$ cat src/rtl/clk_rst_seq_if.sv
// clk_rst_seq_if
//   Bundles the request/configuration inputs and the staged reset/enable
//   outputs of clk_rst_seq.
//   master : the controlling side (software/testbench). Drives requests and
//            per-channel configuration, observes resets, enables and status.
//   slave  : the sequencer itself.
//   Signals:
//     sw_rst_req  [NUM_CH]        per-channel software reset request
//     rel_delay   [NUM_CH*CNT_W]  per-channel extra release delay
//     div_ratio   [NUM_CH*DIV_W]  per-channel enable divide ratio
//     ch_reset_n  [NUM_CH]        active-low channel resets
//     ch_clk_en   [NUM_CH]        per-channel clock enables
//     seq_done, busy, req_drop    status
interface clk_rst_seq_if #(
  parameter int NUM_CH = 4,
  parameter int CNT_W  = 8,
  parameter int DIV_W  = 4
);
  logic [NUM_CH-1:0]       sw_rst_req;
  logic [NUM_CH*CNT_W-1:0] rel_delay;
  logic [NUM_CH*DIV_W-1:0] div_ratio;
  logic [NUM_CH-1:0]       ch_reset_n;
  logic [NUM_CH-1:0]       ch_clk_en;
  logic                    seq_done;
  logic                    busy;
  logic                    req_drop;

  modport master (
    output sw_rst_req, rel_delay, div_ratio,
    input  ch_reset_n, ch_clk_en, seq_done, busy, req_drop
  );

  modport slave (
    input  sw_rst_req, rel_delay, div_ratio,
    output ch_reset_n, ch_clk_en, seq_done, busy, req_drop
  );
endinterface

$ cat src/rtl/clk_rst_seq.sv
// clk_rst_seq
//   Reset sequencer and clock-enable generator for NUM_CH channels.
//   After the global reset it holds all channel resets for MIN_PULSE cycles,
//   then releases channels 0..NUM_CH-1 in order, each after its own
//   rel_delay+1 cycles. Once the boot is done, each channel can be reset on
//   its own by a software request, and each channel has a divided enable.
//   Ports:
//     clk      block clock, rising edge
//     reset_n  synchronous active-low global reset
//     bus      clk_rst_seq_if.slave (requests, config, resets, enables, status)
module clk_rst_seq #(
  parameter int NUM_CH    = 4,
  parameter int CNT_W     = 8,
  parameter int DIV_W     = 4,
  parameter int MIN_PULSE = 4
) (
  input  logic          clk,
  input  logic          reset_n,
  clk_rst_seq_if.slave  bus
);

  // Wide enough for MIN_PULSE + max delay + 1, which also covers the boot
  // pulse count and any single delay field.
  localparam int SW_W  = $clog2(MIN_PULSE + (1 << CNT_W) + 1);
  // The pointer must be able to hold NUM_CH (one past the last channel).
  localparam int PTR_W = $clog2(NUM_CH + 1);
  localparam int ARR_N = 1 << PTR_W;

  typedef enum logic [1:0] {ST_ASSERT, ST_RELEASE, ST_DONE} state_t;

  state_t           state_q;
  logic [SW_W-1:0]  bcnt_q;
  logic [PTR_W-1:0] ptr_q;
  logic [PTR_W-1:0] ptr_nxt;
  logic             seq_done_q;
  logic             boot_fire;

  logic [CNT_W-1:0] rel_arr [ARR_N];
  logic [DIV_W-1:0] div_arr [NUM_CH];

  logic [NUM_CH-1:0] ch_reset_n_q, ch_reset_n_d;
  logic [SW_W-1:0]   swcnt_q [NUM_CH];
  logic [SW_W-1:0]   swcnt_d [NUM_CH];
  logic [DIV_W-1:0]  dcnt_q  [NUM_CH];
  logic [DIV_W-1:0]  dcnt_d  [NUM_CH];
  logic              req_drop_q, req_drop_d;
  logic [NUM_CH-1:0] clk_en_c;
  logic [NUM_CH-1:0] sw_active;

  // Padding entries beyond NUM_CH read as zero so the pointer can step past
  // the last channel without an out-of-range lookup.
  always_comb begin
    for (int i = 0; i < ARR_N; i++) rel_arr[i] = '0;
    for (int i = 0; i < NUM_CH; i++) rel_arr[i] = bus.rel_delay[i*CNT_W +: CNT_W];
    for (int i = 0; i < NUM_CH; i++) div_arr[i] = bus.div_ratio[i*DIV_W +: DIV_W];
  end

  assign ptr_nxt   = ptr_q + 1'b1;
  assign boot_fire = (state_q == ST_RELEASE) && (ptr_q != PTR_W'(NUM_CH)) && (bcnt_q == '0);

  // Boot FSM. The delay of the next channel is captured at the edge its
  // count starts, so later changes of the field do not disturb that count.
  // Once the last channel is released the pointer equals NUM_CH for one
  // cycle, which puts seq_done one edge after the last release.
  always_ff @(posedge clk) begin
    if (!reset_n) begin
      state_q    <= ST_ASSERT;
      bcnt_q     <= '0;
      ptr_q      <= '0;
      seq_done_q <= 1'b0;
    end else begin
      unique case (state_q)
        ST_ASSERT: begin
          if (bcnt_q == SW_W'(MIN_PULSE)) begin
            state_q <= ST_RELEASE;
            bcnt_q  <= SW_W'(rel_arr[0]);
            ptr_q   <= '0;
          end else begin
            bcnt_q  <= bcnt_q + 1'b1;
          end
        end
        ST_RELEASE: begin
          if (ptr_q == PTR_W'(NUM_CH)) begin
            state_q    <= ST_DONE;
            seq_done_q <= 1'b1;
          end else if (bcnt_q == '0) begin
            ptr_q  <= ptr_nxt;
            bcnt_q <= SW_W'(rel_arr[ptr_nxt]);
          end else begin
            bcnt_q <= bcnt_q - 1'b1;
          end
        end
        ST_DONE: begin
        end
        default: state_q <= ST_ASSERT;
      endcase
    end
  end

  always_comb begin
    ch_reset_n_d = ch_reset_n_q;
    req_drop_d   = req_drop_q;
    clk_en_c     = '0;
    sw_active    = '0;
    for (int k = 0; k < NUM_CH; k++) begin
      swcnt_d[k] = swcnt_q[k];
      dcnt_d[k]  = '0;
    end

    if ((state_q != ST_DONE) && (|bus.sw_rst_req)) req_drop_d = 1'b1;

    for (int k = 0; k < NUM_CH; k++) begin
      sw_active[k] = (swcnt_q[k] != '0);

      if (boot_fire && (ptr_q == PTR_W'(k))) ch_reset_n_d[k] = 1'b1;

      // Software reset: the counter holds the remaining low cycles, so the
      // reset releases on the edge where it steps from 1 to 0. A new
      // request reloads the full length.
      if (state_q == ST_DONE) begin
        if (bus.sw_rst_req[k]) begin
          ch_reset_n_d[k] = 1'b0;
          swcnt_d[k]      = SW_W'(MIN_PULSE) + SW_W'(rel_arr[k]) + SW_W'(1);
        end else if (swcnt_q[k] == SW_W'(1)) begin
          ch_reset_n_d[k] = 1'b1;
          swcnt_d[k]      = '0;
        end else if (swcnt_q[k] != '0) begin
          swcnt_d[k]      = swcnt_q[k] - 1'b1;
        end
      end

      // Divider: held at 0 while in reset; '>=' folds a ratio lowered below
      // the current count back to 0 without emitting an enable.
      if (ch_reset_n_q[k]) begin
        clk_en_c[k] = (dcnt_q[k] == div_arr[k]);
        dcnt_d[k]   = (dcnt_q[k] >= div_arr[k]) ? '0 : dcnt_q[k] + 1'b1;
      end
    end
  end

  always_ff @(posedge clk) begin
    if (!reset_n) begin
      ch_reset_n_q <= '0;
      req_drop_q   <= 1'b0;
      for (int k = 0; k < NUM_CH; k++) swcnt_q[k] <= '0;
    end else begin
      ch_reset_n_q <= ch_reset_n_d;
      req_drop_q   <= req_drop_d;
      for (int k = 0; k < NUM_CH; k++) swcnt_q[k] <= swcnt_d[k];
    end
  end

  always_ff @(posedge clk) begin
    for (int k = 0; k < NUM_CH; k++) dcnt_q[k] <= dcnt_d[k];
  end

  assign bus.ch_reset_n = ch_reset_n_q;
  assign bus.ch_clk_en  = clk_en_c;
  assign bus.seq_done   = seq_done_q;
  assign bus.busy       = (state_q != ST_DONE) || (|sw_active);
  assign bus.req_drop   = req_drop_q;

endmodule

$ cat src/flat_wrapper.sv
// flat-port wrapper written by rule: the top's interface ports become plain ports
module clk_rst_seq_flat 
#(
  parameter int NUM_CH    = 4,
  parameter int CNT_W     = 8,
  parameter int DIV_W     = 4,
  parameter int MIN_PULSE = 4
)
  (clk, reset_n, bus_sw_rst_req, bus_rel_delay, bus_div_ratio, bus_ch_reset_n, bus_ch_clk_en, bus_seq_done, bus_busy, bus_req_drop);
  clk_rst_seq_if #(.NUM_CH(NUM_CH), .CNT_W(CNT_W), .DIV_W(DIV_W)) bus_i ();
  input  logic clk;
  input  logic reset_n;
  input wire logic [$bits(bus_i.sw_rst_req)-1:0] bus_sw_rst_req;
  input wire logic [$bits(bus_i.rel_delay)-1:0] bus_rel_delay;
  input wire logic [$bits(bus_i.div_ratio)-1:0] bus_div_ratio;
  output wire logic [$bits(bus_i.ch_reset_n)-1:0] bus_ch_reset_n;
  output wire logic [$bits(bus_i.ch_clk_en)-1:0] bus_ch_clk_en;
  output wire logic [$bits(bus_i.seq_done)-1:0] bus_seq_done;
  output wire logic [$bits(bus_i.busy)-1:0] bus_busy;
  output wire logic [$bits(bus_i.req_drop)-1:0] bus_req_drop;
  assign bus_i.sw_rst_req = bus_sw_rst_req;
  assign bus_i.rel_delay = bus_rel_delay;
  assign bus_i.div_ratio = bus_div_ratio;
  assign bus_ch_reset_n = bus_i.ch_reset_n;
  assign bus_ch_clk_en = bus_i.ch_clk_en;
  assign bus_seq_done = bus_i.seq_done;
  assign bus_busy = bus_i.busy;
  assign bus_req_drop = bus_i.req_drop;
  clk_rst_seq #(.NUM_CH(NUM_CH), .CNT_W(CNT_W), .DIV_W(DIV_W), .MIN_PULSE(MIN_PULSE)) u_core (.clk(clk), .reset_n(reset_n), .bus(bus_i));
endmodule
$ cat config.mk
export PLATFORM = sky130hd
export DESIGN_NAME = clk_rst_seq_flat
export DESIGN_NICKNAME = d
export VERILOG_FILES = /design/src/rtl/clk_rst_seq_if.sv /design/src/rtl/clk_rst_seq.sv /design/src/flat_wrapper.sv
export SDC_FILE = /design/constraint.sdc
export NUM_CORES = 1
export LEC_CHECK = 0
export CORE_MARGIN = 5
export CORE_UTILIZATION = 55
export DETAILED_ROUTE_END_ITERATION = 12
export GPL_ROUTABILITY_DRIVEN = 0
export PLACE_DENSITY_LB_ADDON = 0.1
export SKIP_LAST_GASP = 1
export SYNTH_ARGS = -nofsm -noshare
export SYNTH_HDL_FRONTEND = slang
export SYNTH_SLANG_ARGS = --single-unit
$ cat constraint.sdc
create_clock -name clk -period 2.95 [get_ports clk]
set_clock_uncertainty 0.15 [all_clocks]
set_input_delay 0.59 -clock clk [delete_from_list [all_inputs] [get_ports clk]]
set_output_delay 0.59 -clock clk [all_outputs]
set_load 0.03 [all_outputs]
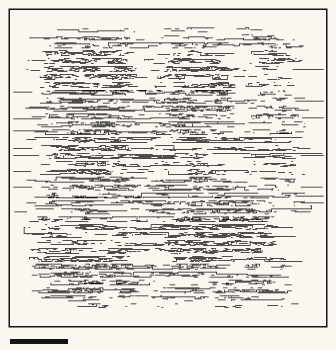
(run_1/met1.png)
The bar under the picture is 20 um long.
longest straight run: 40.5 um
share of all routed wire: 43%
wire length on this layer: 6680 um

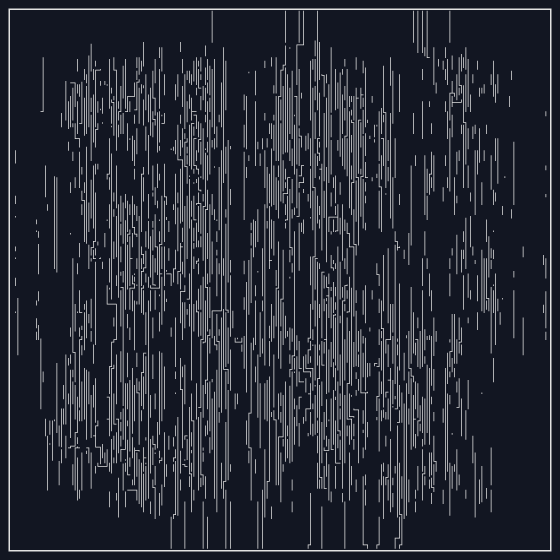
(run_1/met2.png)
nets with wire on the layer: 743
longest straight run: 39.8 um
Routed WL: 15.69 mm
met2 capacity usage during global routing: 45.15%
total number of vias: 5663

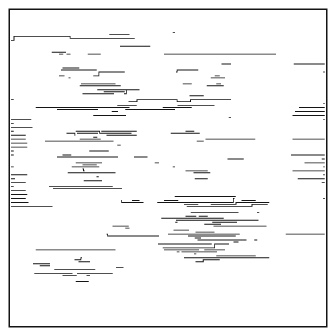
(run_1/met3.png)
share of all routed wire: 8.7%
main direction: horizontal
global-route track usage on met3: 4.677%

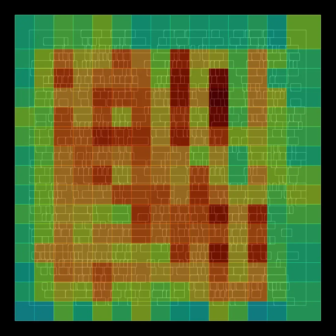
(run_1/final_congestion.png)
GR Layer Usage met1: 36.93%
global-route total usage across every layer: 27.73%
post-DR wirelength/cell: 17.15 um
most crowded layer after global routing: met2
post-layout utilization of the core: 67.54%

==> impl.org, run 1 <==
#+TITLE: Flow metrics

** Synthesis
- Counting instances in the post-synthesis netlist gives the leading cell types as sky130_fd_sc_hd__nor2_1 (89), sky130_fd_sc_hd__dfxtp_1 (72), sky130_fd_sc_hd__a21oi_1 (60), sky130_fd_sc_hd__nand2_1 (56), sky130_fd_sc_hd__inv_1 (47).
- Synthesis handed over a netlist of about 700 instances.
- In this run, the synthesized area fraction spent on xor and xnor cells is recorded as 5.885%.
- Share of async-settable or async-resettable flops after synthesis :: 0%
- After synthesis, the largest family of logic cells by area is simple AND/OR/NAND/NOR gates.
- In this run, the synthesized area fraction spent on and/or/nand/nor cells is recorded as 25.29%.
- Sequential fraction of the synthesis area :: 26.90%
- Per the synth log, the flip-flop and latch total comes to 72.
- The warning tally printed by Yosys for this design is 0.
- After synthesis, the cell types taking the most area are sky130_fd_sc_hd__dfxtp_1 (27%), sky130_fd_sc_hd__ha_1 (9.3%), sky130_fd_sc_hd__nor2_1 (6.2%).
- Share of synthesized cell area in and-or and or-and compound cells :: 22.61%

** Clocking
- CTS Hold Bufs :: 0
- Per the TritonCTS log, the buffer count is 9.
- Per the CTS log, the maximum H-tree level is 3.
- Sink Count :: 72
- The clock passes through at most 2 buffers.

** Routing
- Violation tally from detailed-route iteration zero :: between 300 and 400
- Met3 wire length :: 1.365 mm
- The routed design shows a via density per instance of 6.189.

** Cells and area
- In the final design, more cell area goes to logic gates than to any other class.
- Number of antenna cells inserted :: 0
- There are 72 flip-flops and latches.
- Of the total standard cell area in the layout, the sequential portion is roughly 22%.
- Summing all multi-input logic gate instances after layout gives 3622 um2.
- Multi-input logic gates represent a cell area share of around 56%.
- Top logic cell by instance count in the layout :: sky130_fd_sc_hd__nor2_1
- Final non-filler cell total :: 915
- The register with the most flip-flops in the layout has 36 of them.
- Most common logic cells in the final layout :: sky130_fd_sc_hd__nor2_1 (89), sky130_fd_sc_hd__dfxtp_1 (72), sky130_fd_sc_hd__a21oi_1 (60), sky130_fd_sc_hd__clkdlybuf4s50_1 (59), sky130_fd_sc_hd__nand2_1 (56)
- Data-path buffer share of cell area in the final layout :: 13.53%
- Clock buf/inv share :: about 3.4%
- After layout, the inverter instance count without clock inverters stands at 48.
- Final Instance Area :: 6510 um2

** Place
- In this run the tool buffered the top-level ports with 64 buffer cells.
- Dpl cell area :: 6277 um2
- Post-Place Cells :: 899
- Estimated wirelength of the detail-placed design :: 11.93 mm

** Final timing
- RSZ-0062 raised after global routing :: false
- Part of the cycle the worst path needs :: 95.90%
- Final setup viols :: 0
- Hold-check failures listed in the final report amount to 0.
- Hold is met by between 0.3 and 0.4 ns.
- For the pin with the worst max-slew slack, the measured transition is approximately 0.65 ns.
- Clock period minus final worst setup slack :: between 2 and 3 ns

** Die
- Per the OpenROAD floorplan log, the height of the die is 108.7 um.
- According to the tapcell log, the count of inserted taps is between 100 and 150.
- After floorplanning, the core was divided into 36 placement rows.

** Global route
- Total congestion overflow after global routing :: 0
- The number of antenna violations at the first check in global routing was 0.

** Min path
- End point of the most critical hold path :: u_core.bus.seq_done$_SDFFE_PN0P_
- Worst Hold Class :: flip-flop to flip-flop
- Count of cells along the worst hold path :: 2

** Job
- Across the run, the number of max-cap violations was 0.
- Across all stage logs, warnings added up to 35.

** Worst setup path
- Critical path depth :: 6
- The critical path endpoint has a required time of between 2 and 2.5 ns.
- The critical path maximum fanout is 6.
- For the worst setup path, the data arrival time is 2.09 ns.
- By startpoint and endpoint, the worst setup path is classified as flip-flop to output port.
- Nature of the critical path endpoint :: output port

** Pwr
- Per the power-grid run, VDD falls by no more than 0.3173 mV.
- Reported combinational group power :: between 1 and 1.5 mW
- The flow reports power dissipated in the clock network as 0.881 mW.

** Run status
- The flow ran to the end, and the final reports show no timing, DRC or antenna violations.
--- run 2 (diff from run 1) ---
- CORE_UTILIZATION: 55 -> 43
- RECOVER_POWER: default -> 25
==> run 2 against run 1 <==
Against the previous run: clock power increased by 31%; cell count increased by 3.2%; setup slack got worse by 0.0084 ns; register-to-register slack about the same; cell area increased by 1.3%; critical path depth unchanged; flip-flop count unchanged; sequential power about the same; clock-buffer cell count increased by 2; synthesized area unchanged; critical path type unchanged; critical endpoint unchanged.
==> impl.org, run 2 <==
#+TITLE: Flow metrics

** Synthesis
- After technology mapping, the gate count stands at 701.
- By area the synthesized netlist is led by sky130_fd_sc_hd__dfxtp_1 (27%), sky130_fd_sc_hd__ha_1 (9.3%), sky130_fd_sc_hd__nor2_1 (6.2%).
- Top cells by count :: sky130_fd_sc_hd__nor2_1 (89), sky130_fd_sc_hd__dfxtp_1 (72), sky130_fd_sc_hd__a21oi_1 (60), sky130_fd_sc_hd__nand2_1 (56), sky130_fd_sc_hd__inv_1 (47)
- In this run, the synthesized area fraction spent on and/or/nand/nor cells is recorded as about 25%.
- Sequential fraction of the synthesis area :: 26.90%
- Summing the areas of all xor and xnor instances in the mapped netlist gives under 10% of the synthesized area.
- The synthesis report lists the Yosys warning total as 0.
- Number of synthesized register bits :: 72
- Share of async-settable or async-resettable flops after synthesis :: 0%
- By area, the combinational part of the netlist is dominated by simple AND/OR/NAND/NOR gates.
- Of the total synthesized cell area, the portion taken by AND-OR and OR-AND cells is 22.61%.

** Cells and area
- Largest class :: logic gates
- Combinational share of cell area :: 54.73%
- Excluding fillers, the count of instances in the completed layout stands at around 940.
- Per the layout area report, the sequential fraction of cell area is between 20% and 30%.
- 548 cells are multi-input combinational gates.
- For this run, the share of the core covered by cells in the final layout is 54.45%.
- Most common logic cells in the final layout :: sky130_fd_sc_hd__nor2_1 (89), sky130_fd_sc_hd__dfxtp_1 (72), sky130_fd_sc_hd__a21oi_1 (60), sky130_fd_sc_hd__nand2_1 (56), sky130_fd_sc_hd__clkdlybuf4s50_1 (55)
- Clock buf/inv share :: 4.781%
- After routing the design area is 6595 um2.
- Number of antenna cells inserted :: 0
- Largest register FFs :: 36
- The top cell type in the final layout, fill and taps aside, is sky130_fd_sc_hd__nor2_1.
- Sequential cell count :: 72
- The layout has 48 inverters outside the clock class.
- After layout the signal buffers, clock cells excluded, come to between 10% and 20% of cell area.
- Combinational gate area :: 3610 um2

** Min path
- Count of cells along the worst hold path :: 2
- End point of the most critical hold path :: u_core.swcnt_q[1][6]$_SDFFE_PN0P_
- Worst Hold Class :: flip-flop to flip-flop

** Worst setup path
- The worst setup path is captured at an output port.
- Worst setup slack for register-to-register paths :: 0.32 ns
- Per the timing report, the biggest fanout along the worst path comes to 5.
- According to the timing report, the arrival time at the worst endpoint equals 2.10 ns.
- The data required time reported for the critical path is about 2.2 ns.
- Buffer-and-inverter tally for the worst setup path :: 2
- Source of the worst register-to-register timing path :: u_core.bcnt_q[1]$_SDFFE_PN0P_
- Critical path depth :: 6
- The capture point of the critical path was reported as bus_busy.

** Clocking
- Sink Count :: 72
- Number of CTS-inserted buffers :: 9
- The H-tree was split into 3 levels.

** Final timing
- Worst hold slack across all endpoints :: 0.3202 ns
- Looking at the max-slew report, the worst-margin pin has a slew of 0.7534 ns.
- Per the finish-stage timing summary, setup violations number 0.
- Total count of hold-check failures in the final report :: 0
- RSZ-0062 raised after global routing :: false
- Highest Clock Rate :: 352.4 MHz
- Post-route period utilization is reported as 96.18%.

** Routing
- Post-DR wirelength/cell :: around 17 um
- Routed WL :: 15.86 mm
- Total number of vias :: about 5600
- Per the detail_route report, vias per standard cell equal 5.887.

** Job
- The tool warning count for the run is 35.
- The tool flagged a number of max-cap violations equal to 0.

** Global route
- Global-route wire length before repair :: 26.17 mm
- Total congestion overflow after global routing :: 0
- In the global route stage, met3 resource usage came out at 3.993%.
- The global routing report lists met2 layer usage as 35.03%.
- The number of antenna violations at the first check in global routing is 0.
- Looking at the global route congestion table, the highest-usage layer is met2.

** Place
- For this run the detailed placement stage logged an HPWL of around 12 mm.
- In this run the cell area measured after placement is about 6300 um2.
- Post-Place Cells :: 927

** Pwr
- Sequential power for this build is 1.11 mW.
- Worst-case vdd ir drop :: 0.2417 mV
- Clk pwr :: about 1.2 mW
- For the combinational group, total power comes out at 1.09 mW.

** Run status
- The run finished with clean final reports.

** Die
- Height of the chip :: between 100 and 150 um
- Number of core rows :: around 40
- The die covers 14790 um2.
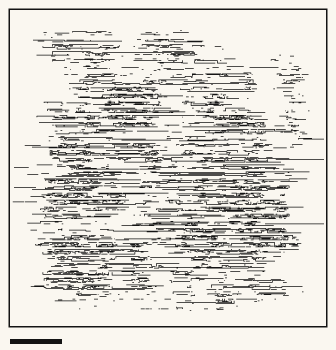
(run_2/met1.png)
The bar under the picture is 20 um long.
longest straight run: 37.3 um
share of all routed wire: 45%
main direction: horizontal

--- run 3 (diff from run 2) ---
- CELL_PAD_IN_SITES_DETAIL_PLACEMENT: default -> 0
- CELL_PAD_IN_SITES_GLOBAL_PLACEMENT: default -> 1
- CORE_UTILIZATION: 43 -> 42
==> run 3 against run 2 <==
Against the previous run: largest cell class unchanged; via count fell by 1.9%; synthesized area did not move; global-route usage rose by 0.23 points; largest power group is now registers; routed wire length rose by 3.3%; synthesized cell count did not move; critical endpoint unchanged; highest routed layer unchanged; flip-flop count did not move; cell count fell by 0.32%; non-clock buffer count fell by 5; critical path type unchanged; cell area fell by 1.3%; fmax fell by 1.3%; hold slack got worse by 0.0085 ns.
==> impl.org, run 3 <==
#+TITLE: Flow metrics

** Run status
- The run finished with clean final reports.

** Cells and area
- Cells fill 51.80% of the core in the end.
- Largest register FFs :: 36
- Fraction of area in registers :: 22.14%
- 548 cells are multi-input combinational gates.
- Final Instance Area :: between 6000 and 7000 um2
- The final layout contains a sequential cell count of 72.
- Measured on the final layout, the clock distribution area share stands at between 3 and 4%.
- Number of inverters outside the clock class in the layout :: 48

** Worst setup path
- Looking at the setup timing report, the critical path kind is flip-flop to output port.
- Per the timing report, the most critical flop-to-flop path originates at u_core.bcnt_q[1]$_SDFFE_PN0P_.
- Data on the critical path is required at its endpoint by roughly 2.2 ns.
- According to the timing report, the critical path is captured at bus_busy.
- Of all nets on the critical path, the largest fanout is 5.
- Per the post-run analysis, buffers plus inverters along the critical path come to 2.
- Worst setup slack for register-to-register paths :: 0.35 ns
- Per the OpenROAD timing report, the critical path contains 6 cells.

** Final timing
- In the finished design, the share of the clock period the worst path needs comes to 97.44%.
- The pin closest to its max-slew limit shows a slew of 0.8877 ns.
- Total count of hold-check failures in the final report :: 0
- Worst hold slack across all endpoints :: 0.3117 ns

** Min path
- End point of the most critical hold path :: u_core.dcnt_q[2][0]$_SDFF_PP0_
- Worst Hold Class :: flip-flop to flip-flop
- The number of cells on the worst hold path is listed as 1.

** Place
- Dpl cell area :: around 6200 um2
- Estimated wirelength of the detail-placed design :: 12.24 mm

** Synthesis
- In the synthesized netlist, the number of instances is 701.
- Post-synth area hogs :: sky130_fd_sc_hd__dfxtp_1 (27%), sky130_fd_sc_hd__ha_1 (9.3%), sky130_fd_sc_hd__nor2_1 (6.2%)
- Yosys shows that the main logic family after synthesis is simple AND/OR/NAND/NOR gates.
- Once synthesis finished, the tally of register bits stood at ~72.

** Job
- Per the run summary, max-cap violations total 0.

** Clocking
- In this run the number of H-tree levels came out at 3.
- Clock tree synthesis inserted a total of 9 buffers.
- The CTS log lists the clock sinks for this run as 72.
- CTS Hold Bufs :: 0
- The longest clock path from root to sink contains 2 buffers.

** Routing
- Wires add up to 16.38 mm.
- Ratio of routed vias to standard cells :: between 5 and 6
- Total number of vias :: approximately 5400

** Pwr
- Power Sequential :: 1.11 mW
- Reported combinational group power :: 1.06 mW

** Global route
- The first global-routing pass estimated roughly 27 mm of wire.
- Total congestion overflow after global routing :: 0
- Summed over all routing layers, the global router reports a total usage of 22.24%.
- Number of antenna violations at the first check in global routing :: 0

** Die
- According to the floorplan report, the die height is 122.9 um.
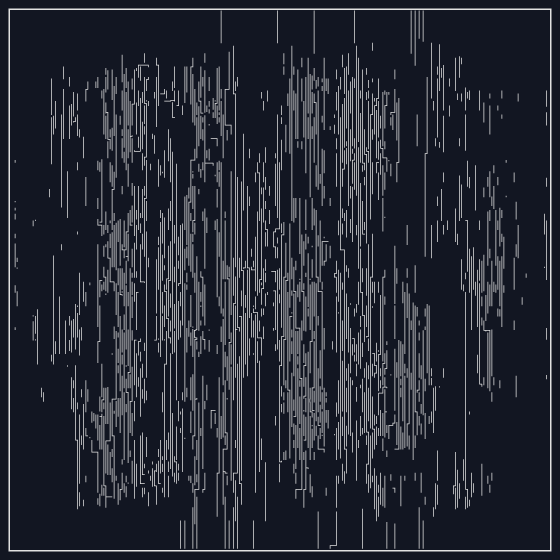
(run_3/met2.png)
wire length on this layer: 7680 um
main direction: vertical
nets with wire on the layer: 696
share of all routed wire: 47%
longest straight run: 53.7 um

Power and IR drop assume default switching activity.
